cell_classes.png
Scale bar: 50 microns. Fill, decap, tap and diode cells in gray.
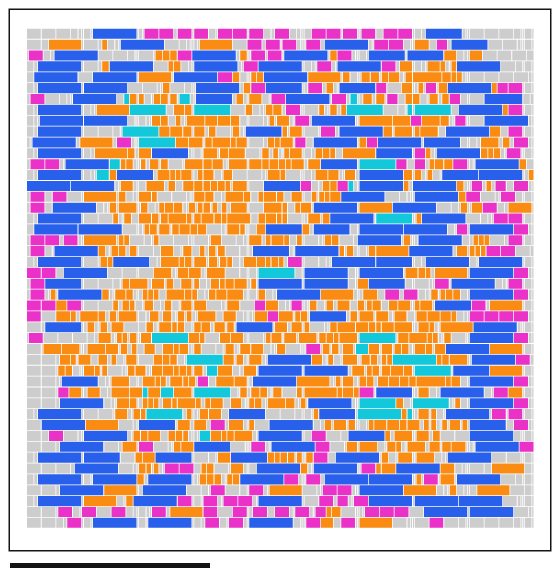
final_congestion.png
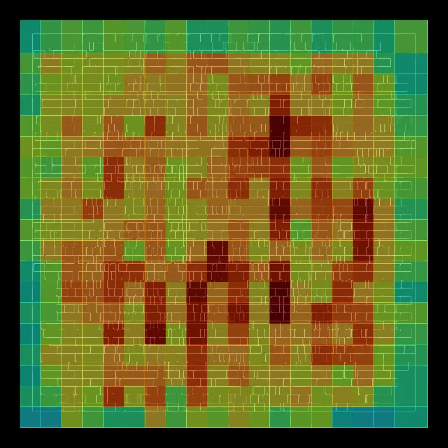
metal_stack.png
Scale bar: 50 microns. Two of the layers only.
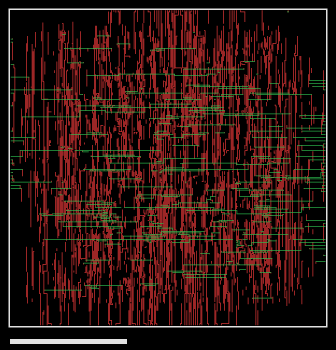
==> config.mk <==
export PLATFORM = sky130hd
export DESIGN_NAME = pc_sequencer
export DESIGN_NICKNAME = d
export VERILOG_FILES = /design/src/rtl/pc_sequencer.sv
export SDC_FILE = /design/constraint.sdc
export NUM_CORES = 1
export LEC_CHECK = 0
export CORE_MARGIN = 4
export CORE_UTILIZATION = 59
export DETAILED_ROUTE_END_ITERATION = 10
export HOLD_SLACK_MARGIN = 0.08
export PLACE_DENSITY_LB_ADDON = 0.15
export SLEW_MARGIN = 15
export SYNTH_ARGS = -nofsm -noshare
export SYNTH_HDL_FRONTEND = slang
export SYNTH_SLANG_ARGS = --single-unit
==> constraint.sdc <==
create_clock -name clk -period 5.9 [get_ports clk]
set_input_delay 0.885 -clock clk [delete_from_list [all_inputs] [get_ports clk]]
set_output_delay 0.885 -clock clk [all_outputs]
set_load 0.02 [all_outputs]
==> src/rtl/pc_sequencer.sv <==
// Program-counter unit for the MIPS fetch stage: registered PC, next-PC selection
// (sequential, branch, jump, jump-register, exception) and a circular return-address stack.
module pc_sequencer #(
   parameter int                ADDR_W    = 32,
   parameter logic [ADDR_W-1:0] RESET_VEC = '0,
   parameter logic [ADDR_W-1:0] EXC_VEC   = 'h80,
   parameter int                RAS_DEPTH = 4
) (
   input  logic                           clk,
   input  logic                           rst_n,
   input  logic                           stall,
   input  logic [31:0]                    instr,
   input  logic                           branch,
   input  logic                           branch_ne,
   input  logic                           zero,
   input  logic                           jump,
   input  logic                           link,
   input  logic                           jump_reg,
   input  logic                           ret,
   input  logic [ADDR_W-1:0]              rs_val,
   input  logic                           exc,
   output logic [ADDR_W-1:0]              pc,
   output logic [ADDR_W-1:0]              pc_plus4,
   output logic                           misalign_err,
   output logic                           ras_underflow,
   output logic [$clog2(RAS_DEPTH):0]     ras_count
);

   localparam int PTR_W = $clog2(RAS_DEPTH);
   localparam int CNT_W = PTR_W + 1;

   logic [ADDR_W-1:0] r_pc;
   logic [ADDR_W-1:0] r_ras [RAS_DEPTH];
   logic [PTR_W-1:0]  r_wr;
   logic [CNT_W-1:0]  r_count;
   logic              r_misalign;
   logic              r_underflow;

   logic [ADDR_W-1:0] w_pc_plus4;
   logic [ADDR_W-1:0] w_br_off;
   logic [ADDR_W-1:0] w_branch_tgt;
   logic [ADDR_W-1:0] w_jump_tgt;
   logic [ADDR_W-1:0] w_jr_tgt;
   logic [ADDR_W-1:0] w_next_pc;
   logic [PTR_W-1:0]  w_top_idx;
   logic              w_push;
   logic              w_pop;
   logic              w_misalign;
   logic              w_underflow;
   logic              w_unused;

   assign w_pc_plus4   = r_pc + ADDR_W'(4);
   assign w_br_off     = {{(ADDR_W-18){instr[15]}}, instr[15:0], 2'b00};
   assign w_branch_tgt = w_pc_plus4 + w_br_off;
   assign w_jump_tgt   = {w_pc_plus4[ADDR_W-1:28], instr[25:0], 2'b00};
   // r_wr points at the next free slot, so the top entry sits one below it (wrapping).
   assign w_top_idx    = r_wr - PTR_W'(1);
   assign w_unused     = &{1'b0, instr[31:26]};

   always_comb begin
      w_next_pc   = w_pc_plus4;
      w_jr_tgt    = rs_val;
      w_push      = 1'b0;
      w_pop       = 1'b0;
      w_misalign  = 1'b0;
      w_underflow = 1'b0;
      if (exc) begin
         w_next_pc = EXC_VEC;
      end else if (stall) begin
         w_next_pc = r_pc;
      end else if (jump_reg) begin
         if (ret && (r_count != '0)) begin
            w_jr_tgt = r_ras[w_top_idx];
            w_pop    = 1'b1;
         end else if (ret) begin
            w_underflow = 1'b1;
         end
         if (w_jr_tgt[1:0] != 2'b00) begin
            w_next_pc  = EXC_VEC;
            w_misalign = 1'b1;
         end else begin
            w_next_pc = w_jr_tgt;
         end
      end else if (jump) begin
         w_next_pc = w_jump_tgt;
         w_push    = link;
      end else if (branch && (zero ^ branch_ne)) begin
         w_next_pc = w_branch_tgt;
      end
   end

   always_ff @(posedge clk or negedge rst_n) begin
      if (!rst_n) begin
         r_pc        <= RESET_VEC;
         r_wr        <= '0;
         r_count     <= '0;
         r_misalign  <= 1'b0;
         r_underflow <= 1'b0;
      end else begin
         r_pc        <= w_next_pc;
         r_misalign  <= w_misalign;
         r_underflow <= w_underflow;
         if (w_push) begin
            r_wr <= r_wr + PTR_W'(1);
            if (r_count != CNT_W'(RAS_DEPTH)) begin
               r_count <= r_count + CNT_W'(1);
            end
         end else if (w_pop) begin
            r_wr    <= w_top_idx;
            r_count <= r_count - CNT_W'(1);
         end
      end
   end

   // Stack contents need no reset: r_count alone decides which entries are valid.
   always_ff @(posedge clk) begin
      if (w_push) begin
         r_ras[r_wr] <= w_pc_plus4;
      end
   end

   assign pc            = r_pc;
   assign pc_plus4      = w_pc_plus4;
   assign misalign_err  = r_misalign;
   assign ras_underflow = r_underflow;
   assign ras_count     = r_count;

endmodule

==> run_summary.xml <==
<?xml version="1.0" encoding="UTF-8"?>
<metrics>
  <group name="cts">
    <metric name="post_cts_buffers" unit="">0</metric>
    <metric name="clk_pin_slew" unit="ns">0.07</metric>
    <metric name="tritoncts_num_sinks" unit="">167</metric>
    <metric name="cts-root-to-sink-buffers" unit="">2</metric>
    <metric name="ctsHtreeMaxLevel" unit="">4</metric>
    <metric name="holdBufCountCts" unit="">0</metric>
    <metric name="cts_inserted_buffers" unit="">17</metric>
    <metric name="tritoncts_clock_tree" unit="">built</metric>
    <metric name="worstSkewPairLatency" unit="ns">0.43</metric>
    <metric name="number_of_resized_instances_in_the_post_cts_repair_step" unit="">0</metric>
    <metric name="ctsRootBufferMaster" unit="">sky130_fd_sc_hd__clkbuf_16</metric>
  </group>
  <group name="final_layout">
    <metric name="layout_top_cell" unit="">sky130_fd_sc_hd__clkdlybuf4s50_1</metric>
    <metric name="regArea" unit="sq um">4820</metric>
    <metric name="nNonClkInverters" unit="">22</metric>
    <metric name="clkCellAreaFrac" unit="%">4.80</metric>
    <metric name="n_antenna_cell" unit="">0</metric>
    <metric name="clock_buffers" unit="">21</metric>
    <metric name="area_share_nonclk_buffers" unit="%">13.2</metric>
    <metric name="drive_above_1_share" unit="%">9.40</metric>
    <metric name="area.share.combinational" unit="%">38.1</metric>
    <metric name="flop-count" unit="">167</metric>
    <metric name="area.combinational" unit="sq um">4490</metric>
    <metric name="area_growth_syn_to_layout" unit="%">23.4</metric>
    <metric name="multiInputCombCellCount" unit="">618</metric>
    <metric name="dominant_cells" unit="">registers</metric>
    <metric name="buffers_outside_the_clock_class" unit="">161</metric>
    <metric name="final_nets" unit="">1103</metric>
    <metric name="max_flop_register" unit="">r_ras</metric>
    <metric name="num-fill-cells" unit="">1106</metric>
    <metric name="final_layout_top_logic_cells" unit="">sky130_fd_sc_hd__clkdlybuf4s50_1 (136), sky130_fd_sc_hd__edfxtp_1 (128), sky130_fd_sc_hd__nor2_1 (76)</metric>
    <metric name="largest_register_ff_count" unit="">128</metric>
  </group>
  <group name="power_and_ir_drop">
    <metric name="pg_comb" unit="uW">1560</metric>
    <metric name="power.clock.fraction" unit="%">26.9</metric>
    <metric name="p_total" unit="uW">4080</metric>
    <metric name="p_sw_share" unit="%">34.9</metric>
    <metric name="net-switching-power" unit="uW">1420</metric>
    <metric name="internal_power" unit="uW">2660</metric>
    <metric name="power_sequential" unit="uW">1420</metric>
    <metric name="power_attributed_to_the_clock_group" unit="uW">1100</metric>
    <metric name="power.largest_group" unit="">combinational logic</metric>
    <metric name="power.density_cell_area" unit="nW/um^2">347</metric>
    <metric name="leakage" unit="uW">0.00435</metric>
    <metric name="combPwrFrac" unit="%">38.3</metric>
    <metric name="pwr-share-seq" unit="%">34.8</metric>
    <metric name="ir_drop" unit="uV">267</metric>
  </group>
  <group name="die">
    <metric name="y_dimension_of_the_die" unit="microns">135</metric>
    <metric name="boundaryPins" unit="">144</metric>
    <metric name="taps" unit="">216</metric>
    <metric name="die_x" unit="microns">135</metric>
    <metric name="core_util_floorplan" unit="%">60.1</metric>
    <metric name="chipArea" unit="sq um">18300</metric>
  </group>
  <group name="sta">
    <metric name="grt_setup_unrepaired" unit="">false</metric>
    <metric name="timing.final.setup_violations" unit="">0</metric>
    <metric name="layout_min_cycle_time" unit="ns">5.01</metric>
    <metric name="tns" unit="ns">0</metric>
    <metric name="timing.final.ws_setup" unit="ns">0.893</metric>
    <metric name="share_of_the_clock_period_used_by_the_worst_path" unit="%">84.9</metric>
    <metric name="slew_viol_final" unit="">0</metric>
    <metric name="tightest_slew" unit="ns">0.959</metric>
    <metric name="maxClockFrequency" unit="GHz">0.200</metric>
    <metric name="timing.max_slew.rel_slack" unit="%">35.9</metric>
    <metric name="count_of_endpoints_failing_hold_in_the_final_timing_report" unit="">0</metric>
    <metric name="worst_hold_margin" unit="ns">0.464</metric>
    <metric name="fin_skew" unit="ns">0.00887</metric>
  </group>
  <group name="route">
    <metric name="detail_route.drc_violations" unit="">0</metric>
    <metric name="drt-met1-wl" unit="microns">11900</metric>
    <metric name="drt-initial-drc-count" unit="">874</metric>
    <metric name="drt_antenna_net_count" unit="">0</metric>
    <metric name="first_drt_pass_iteration_count" unit="">5</metric>
    <metric name="top_layer" unit="">met4</metric>
    <metric name="met3_length" unit="microns">2580</metric>
    <metric name="drt-vias-per-instance" unit="">6.47</metric>
    <metric name="met2WireLength" unit="microns">13400</metric>
  </group>
  <group name="critical_path">
    <metric name="worst-path-max-fanout" unit="">7</metric>
    <metric name="cpMaxStageDelayCell" unit="">sky130_fd_sc_hd__nor4_1</metric>
    <metric name="worst_stage_delay_on_the_critical_path" unit="ns">0.84</metric>
    <metric name="worst-path-buf-inv" unit="">1</metric>
    <metric name="setup.reg_to_reg.worst_slack" unit="ns">1.18</metric>
    <metric name="cp_data_arrival_time" unit="ns">4.12</metric>
    <metric name="timing.critical_path.cells" unit="">and4_1, nand3_1, nor4_1, nand2_1, nor3_1, xor2_1, clkdlybuf4s50_1</metric>
    <metric name="timing_worst_setup_path_type" unit="">flip-flop to output port</metric>
    <metric name="worstSetupEndpointType" unit="">output port</metric>
    <metric name="cp-startpoint" unit="">pc[11]</metric>
    <metric name="cp_top_family" unit="">simple AND/OR/NAND/NOR gates</metric>
    <metric name="worstReg2RegStart" unit="">pc[11]</metric>
    <metric name="worst-endpoint-required" unit="ns">5.02</metric>
    <metric name="startpoint_class" unit="">flip-flop</metric>
  </group>
  <group name="grt">
    <metric name="grt_start_max_net_pins" unit="">40</metric>
    <metric name="globalRouteOverflowTotal" unit="">0</metric>
    <metric name="grt_busiest_layer" unit="">met2</metric>
    <metric name="antenna_found_initial" unit="">0</metric>
    <metric name="wire_length_of_the_first_global_routing_pass" unit="microns">43300</metric>
    <metric name="gr-usage-met3" unit="%">5.39</metric>
    <metric name="via_count_of_the_first_global_routing_pass" unit="">7512</metric>
  </group>
  <group name="yosys">
    <metric name="postSynthAreaPerCell" unit="sq um">11.2</metric>
    <metric name="ys.flops" unit="">167</metric>
    <metric name="yosysChipArea" unit="sq um">9540</metric>
    <metric name="synth.lib_cells_used.distinct" unit="">68</metric>
    <metric name="share_of_synthesized_area_occupied_by_flip_flops_and_latches" unit="%">50.5</metric>
    <metric name="fp_nets" unit="">965</metric>
    <metric name="yosysWarningCount" unit="">0</metric>
    <metric name="postSynth.asyncResetShare" unit="%">23.4</metric>
    <metric name="edf_count" unit="">128</metric>
    <metric name="synth_stat.cells" unit="">849</metric>
    <metric name="post_synth_inst_count" unit="">849</metric>
    <metric name="synth_area" unit="sq um">9540</metric>
    <metric name="flop_cell" unit="">sky130_fd_sc_hd__edfxtp_1</metric>
  </group>
  <group name="placement">
    <metric name="routabilityCongestion" unit="">0.957</metric>
    <metric name="dp_hpwl" unit="microns">19600</metric>
    <metric name="dp_worst_setup_slack" unit="ns">1.33</metric>
    <metric name="port_buffers" unit="">137</metric>
  </group>
  <group name="flow_run">
    <metric name="cap_viol_max_count" unit="">0</metric>
    <metric name="stage_log_warnings" unit="">40</metric>
  </group>
  <group name="status">
    <metric name="run_status" unit="">completed</metric>
  </group>
  <group name="min_path">
    <metric name="min_path_type" unit="">primary input to asynchronous set/reset pin</metric>
  </group>
</metrics>
## Picture notes: cell_classes.png
| class | color | cells | share of their area |
|---|---|---|---|
| clock drivers and dummy loads | cyan | 32 | 4.9% |
| other buffers and delay cells | magenta | 161 | 13% |
| flip-flops | blue | 167 | 42% |
| all other logic | orange | 640 | 40% |
row count: 46
sequential share of cell area: 40.9%
floorplan core area: 15900 sq um
Layout Cell Area excl Fill: 11800 sq um
final standard cell utilization of the core: 74.1%

## Picture notes: final_congestion.png
global-route met1 utilization: 44.9%
M2 GR Usage: 49.6%
wire length per cell after detailed routing: 23.6 microns

## Picture notes: metal_stack.png
| layer | color | wire length |
|---|---|---|
| met3 | green | 2580 microns |
| met2 | red | 13400 microns |
via count: 7863
Overall Global Routing Usage: 31.4%
detailed-route wire length: 28700 microns

[synthesized netlist by cell type, drive strengths merged, types with 3 or more instances]
master	number	area, sq um
edfxtp	128	3840
nor2	76	285
a21oi	74	370
o21ai	70	350
nand2	60	225
dfrtp	39	976
ha	39	488
clkbuf	34	128
xnor2	31	272
mux4	30	676
inv	22	82.6
nor3	18	95.1
xor2	17	149
a211oi	15	118
and2	15	93.8
nand3	15	75.1
a21o	14	105
mux2i	12	120
o211ai	11	82.6
nand4	10	62.6
and3	8	50.1
buf	8	38.8
o21a	8	60.1
o31ai	8	60.1
a221oi	7	61.3
nand2b	7	43.8
nor2b	7	43.8
and4	5	43.8
o21bai	5	37.5
nor3b	4	30.0
o41ai	4	42.6
a221o	3	30.0
a22o	3	26.3
a31oi	3	18.8
nor4	3	25.0
o31a	3	26.3
o32ai	3	26.3
[path summary, 6_finish.rpt]
| path | to | depth (start not counted) |
|---|---|---|
| max | pc_plus4[30] | 7 |
| min | ras_count[0] | 1 |
| max reg2reg | pc[29] | 14 |
| min reg2reg | pc[31] | 2 |
| max in group asynchronous | r_wr[0] | 1 |
| min in group clk | pc[31] | 2 |
[kinds of logic after synthesis]
| family | after synthesis | synth area share [%] |
|---|---|---|
| AOI/OAI and AO/OA | 251 | 16.6 |
| xor gates and xnor gates | 48 | 4.41 |
| adders and majority gates | 41 | 5.54 |
| buffers and inverters | 64 | 2.61 |
| DFF | 167 | 50.5 |
| muxes | 44 | 8.58 |
| and+or+nand+nor | 234 | 11.7 |
[through the flow]
step	area, sq um	instances	utilization [%]
finish	11800	1216	74.1
global route	11800	1216	74.1
floorplan	9540	849	-
detailed placement	11200	1184	70.5
global placement	11200	1184	70.5
CTS	11800	1216	74.1
No activity file was given, so power comes from the tool's default toggle rates.
